==> images/pdn.png <==
Scale: 3 px per um. Pins as bars on the die edge.
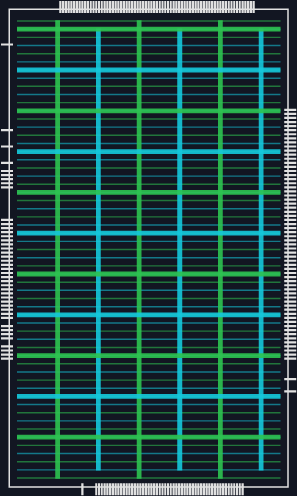
==> images/cell_classes.png <==
Scale: 2 px per um. Fill, decap, tap and diode cells in grey.
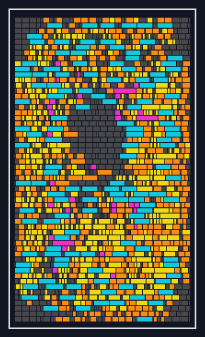
==> images/clock_map.png <==
Scale: 4 px per um.
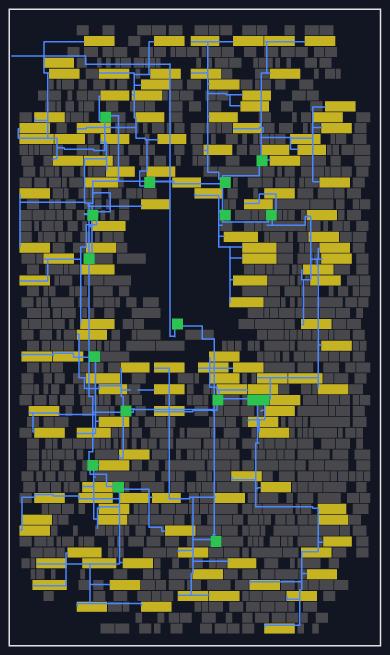
==> images/metal_stack.png <==
Scale: 3 px per um. Two of the layers only.
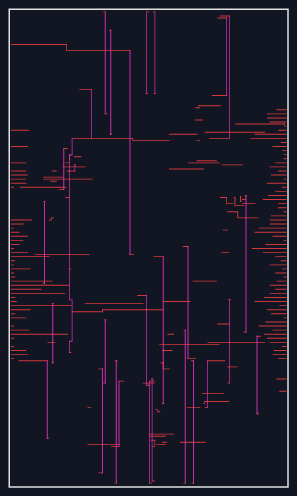
==> images/final_placement.png <==
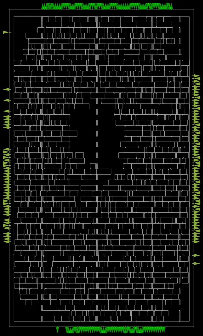
[config.mk]
export PLATFORM = sky130hd
export DESIGN_NAME = fetch_stage
export DESIGN_NICKNAME = d
export VERILOG_FILES = /design/src/rtl/fetch_stage.sv
export SDC_FILE = /design/constraint.sdc
export NUM_CORES = 1
export LEC_CHECK = 0
export CORE_ASPECT_RATIO = 1.75
export CORE_MARGIN = 2
export CORE_UTILIZATION = 39
export CTS_BUF_LIST = sky130_fd_sc_hd__clkbuf_4
export DETAILED_ROUTE_END_ITERATION = 8
export PLACE_DENSITY_LB_ADDON = 0.25
export SYNTH_ARGS = -nofsm -noshare
export SYNTH_HDL_FRONTEND = slang
export SYNTH_SLANG_ARGS = --single-unit
[constraint.sdc]
create_clock -name clk -period 2.05 [get_ports clk]
set_clock_uncertainty 0.15 [all_clocks]
set_input_delay 0.615 -clock clk [delete_from_list [all_inputs] [get_ports clk]]
set_output_delay 0.615 -clock clk [all_outputs]
set_load 0.005 [all_outputs]
[src/rtl/fetch_stage.sv]
// Instruction-fetch stage: program counter, instruction-memory request,
// PC+4 generation and the IF/ID pipeline register.
//
// Handshake: Imem_req is asserted while the stage wants a word at Imem_addr.
// A word is taken on a rising edge only when Imem_req and Imem_ready are both
// high and no Flush is present. Imem_req depends only on state and Stall, so
// there is no path from Imem_ready back into the request.
module fetch_stage #(
  parameter logic [31:0] RESET_PC  = 32'h0000_0000,
  parameter logic [31:0] NOP_INSTR = 32'h0000_0000
) (
  input  logic        clk,
  input  logic        rst,
  input  logic [31:0] Next_addr,
  input  logic        Stall,
  input  logic        Flush,
  input  logic        Imem_ready,
  input  logic [31:0] Imem_rdata,
  output logic        Imem_req,
  output logic [31:0] Imem_addr,
  output logic [31:0] PC_Add4,
  output logic [31:0] IF_ID_PC4,
  output logic [31:0] IF_ID_Instr,
  output logic        IF_ID_Valid,
  output logic [31:0] Fetch_count,
  output logic        State_dbg
);

  typedef enum logic {
    BOOT = 1'b0,
    RUN  = 1'b1
  } state_e;

  state_e      state_q, state_d;
  logic [31:0] pc_q, pc_d;
  logic [31:0] instr_q, instr_d;
  logic [31:0] pc4_q, pc4_d;
  logic        valid_q, valid_d;
  logic [31:0] count_q, count_d;
  logic        accept;

  assign PC_Add4     = pc_q + 32'd4;
  assign Imem_addr   = pc_q;
  assign IF_ID_PC4   = pc4_q;
  assign IF_ID_Instr = instr_q;
  assign IF_ID_Valid = valid_q;
  assign Fetch_count = count_q;
  assign State_dbg   = state_q;

  // Next-state and request logic; priority is Flush > Stall > accept > wait.
  always_comb begin
    state_d  = RUN;
    pc_d     = pc_q;
    instr_d  = instr_q;
    pc4_d    = pc4_q;
    valid_d  = valid_q;
    count_d  = count_q;
    Imem_req = (state_q == RUN) && !Stall;
    accept   = Imem_req && Imem_ready && !Flush;

    if (Flush) begin
      // Redirect and kill whatever sits in IF/ID; a same-cycle reply is dropped.
      pc_d    = Next_addr;
      instr_d = NOP_INSTR;
      pc4_d   = 32'd0;
      valid_d = 1'b0;
    end else if (Stall) begin
      // Everything holds.
    end else if (accept) begin
      pc_d    = Next_addr;
      instr_d = Imem_rdata;
      pc4_d   = PC_Add4;
      valid_d = 1'b1;
      count_d = count_q + 32'd1;
    end else if (state_q == RUN) begin
      // Memory not ready: keep the address, push a bubble downstream.
      instr_d = NOP_INSTR;
      pc4_d   = 32'd0;
      valid_d = 1'b0;
    end
  end

  // State register with synchronous reset.
  always_ff @(posedge clk) begin
    if (rst) begin
      state_q <= BOOT;
      pc_q    <= RESET_PC;
      instr_q <= NOP_INSTR;
      pc4_q   <= 32'd0;
      valid_q <= 1'b0;
      count_q <= 32'd0;
    end else begin
      state_q <= state_d;
      pc_q    <= pc_d;
      instr_q <= instr_d;
      pc4_q   <= pc4_d;
      valid_q <= valid_d;
      count_q <= count_d;
    end
  end

endmodule
==> GITHUB_STEP_SUMMARY <==
### Flow metrics

| Metric | Value |
|---|---|
| Largest Pwr Group | registers |
| # setup viols final | 31 |
| Plain + repair buffers | 383 |
| Net Switching | 0.00139 W |
| CP top delay family | simple AND/OR/NAND/NOR gates |
| OpenROAD warning count | 29 |
| CTS tree | built |
| PnR Total Power | 0.00522 W |
| Yosys stat area | 0.00534 mm2 |
| Synth mux share | 0 |
| PortBufs | 231 |
| Cell-internal power | 0.00384 W |
| Failing checks | setup timing |
| CP cell instances | nand4_4 -> nor4_4 -> buf_4 -> buf_4 -> nand4_1 -> xnor2_2 -> buf_2 |
| Register area | 0.00278 mm2 |
| CTS resizes | 516 |
| Antenna cells | 3 |
| Yosys Instances | 592 |
| Post-CTS Setup Bufs | 72 |
| Final hold vios | 0 |
| Bufs and invs on worst path | 3 |
| Crit path largest cell delay | 370 ps |
| Worst-Margin Slew | 494 ps |
| Logic share of the area | 0.309 |
| Worst hold stages | 2 |
| Setup ws final | -907 ps |
| CTS buffer count | 17 |
| RR Endpoint | IF_ID_PC4[31] |
| Inverters | 7 |
| H-tree Lvls | 4 |
| Xor/xnor share | 0.107 |
| Critical path fanouts, max | 4 |
| Static leakage | 4.51 nW |
| Layout non-clock buf frac | 0.348 |
| Pwr Density | 539 mW/mm2 |
| R2R depth | 8 |
| Cell area after synthesis | 0.00534 mm2 |
| Status | finished, violations left |
Notes on pdn.png above:
VSS: drawn in green. VDD: drawn in cyan.
232 signal pins sit on the boundary. The core has 56 rows. 6 straps on met4.
Core Region: 0.0134 mm2
Die Wd: 92.4 um

Notes on cell_classes.png above:
other buffers and delay cells: drawn in orange, cells 383, share of their area 36%. all other logic: drawn in yellow, cells 422, share of their area 32%. clock drivers and dummy loads: drawn in magenta, cells 32, share of their area 3.2%. flip-flops: drawn in cyan, cells 130, share of their area 29%.
post-layout util: 0.725
Seq area share: 0.286
row count: 56
Design Area, Final: 0.00970 mm2

Notes on clock_map.png above:
clock wires: drawn in blue, length 1640 um. flip-flops: drawn in yellow, count 130. cells driving clock nets: drawn in green, count 17.
Position of the flops: all over the die.
clk_lat worst skew: 540 ps
Clk network pwr share: 0.353
P_clk: 0.00185 W

Notes on metal_stack.png above:
met3: drawn in red, wire length 1050 um. met4: drawn in magenta, wire length 946 um.

Notes on final_placement.png above:
# Taps: 174
Flop Count: 130

cells in the mapped netlist, drive strengths merged:
library cell  number
nor3               7
nor4               5
nand3             28
and2               1
or2                2
nand2b             2
nand2             82
nor3b              1
inv                7
nor2              89
dfxtp            130
and3              10
a22oi             43
nand4bb            1
a21oi             35
a21o               1
buf               13
ha                 2
nand4             22
xnor2             32
clkbuf            27
and4               3
xor2              27
or3                1
a32o              21
layer usage:
| layer | vias to the layer above | GRT usage | part of all wire |
|---|---|---|---|
| met4 | 0 | 0.152 | 0.045 |
| met3 | 64 | 0.0493 | 0.050 |
| met1 | 2906 | 0.270 | 0.35 |
| li1 | 2786 | - | - |
| met2 | 276 | 0.509 | 0.56 |
| met5 | - | 0 | 0 |
Power is estimated from default activity; no workload was simulated.
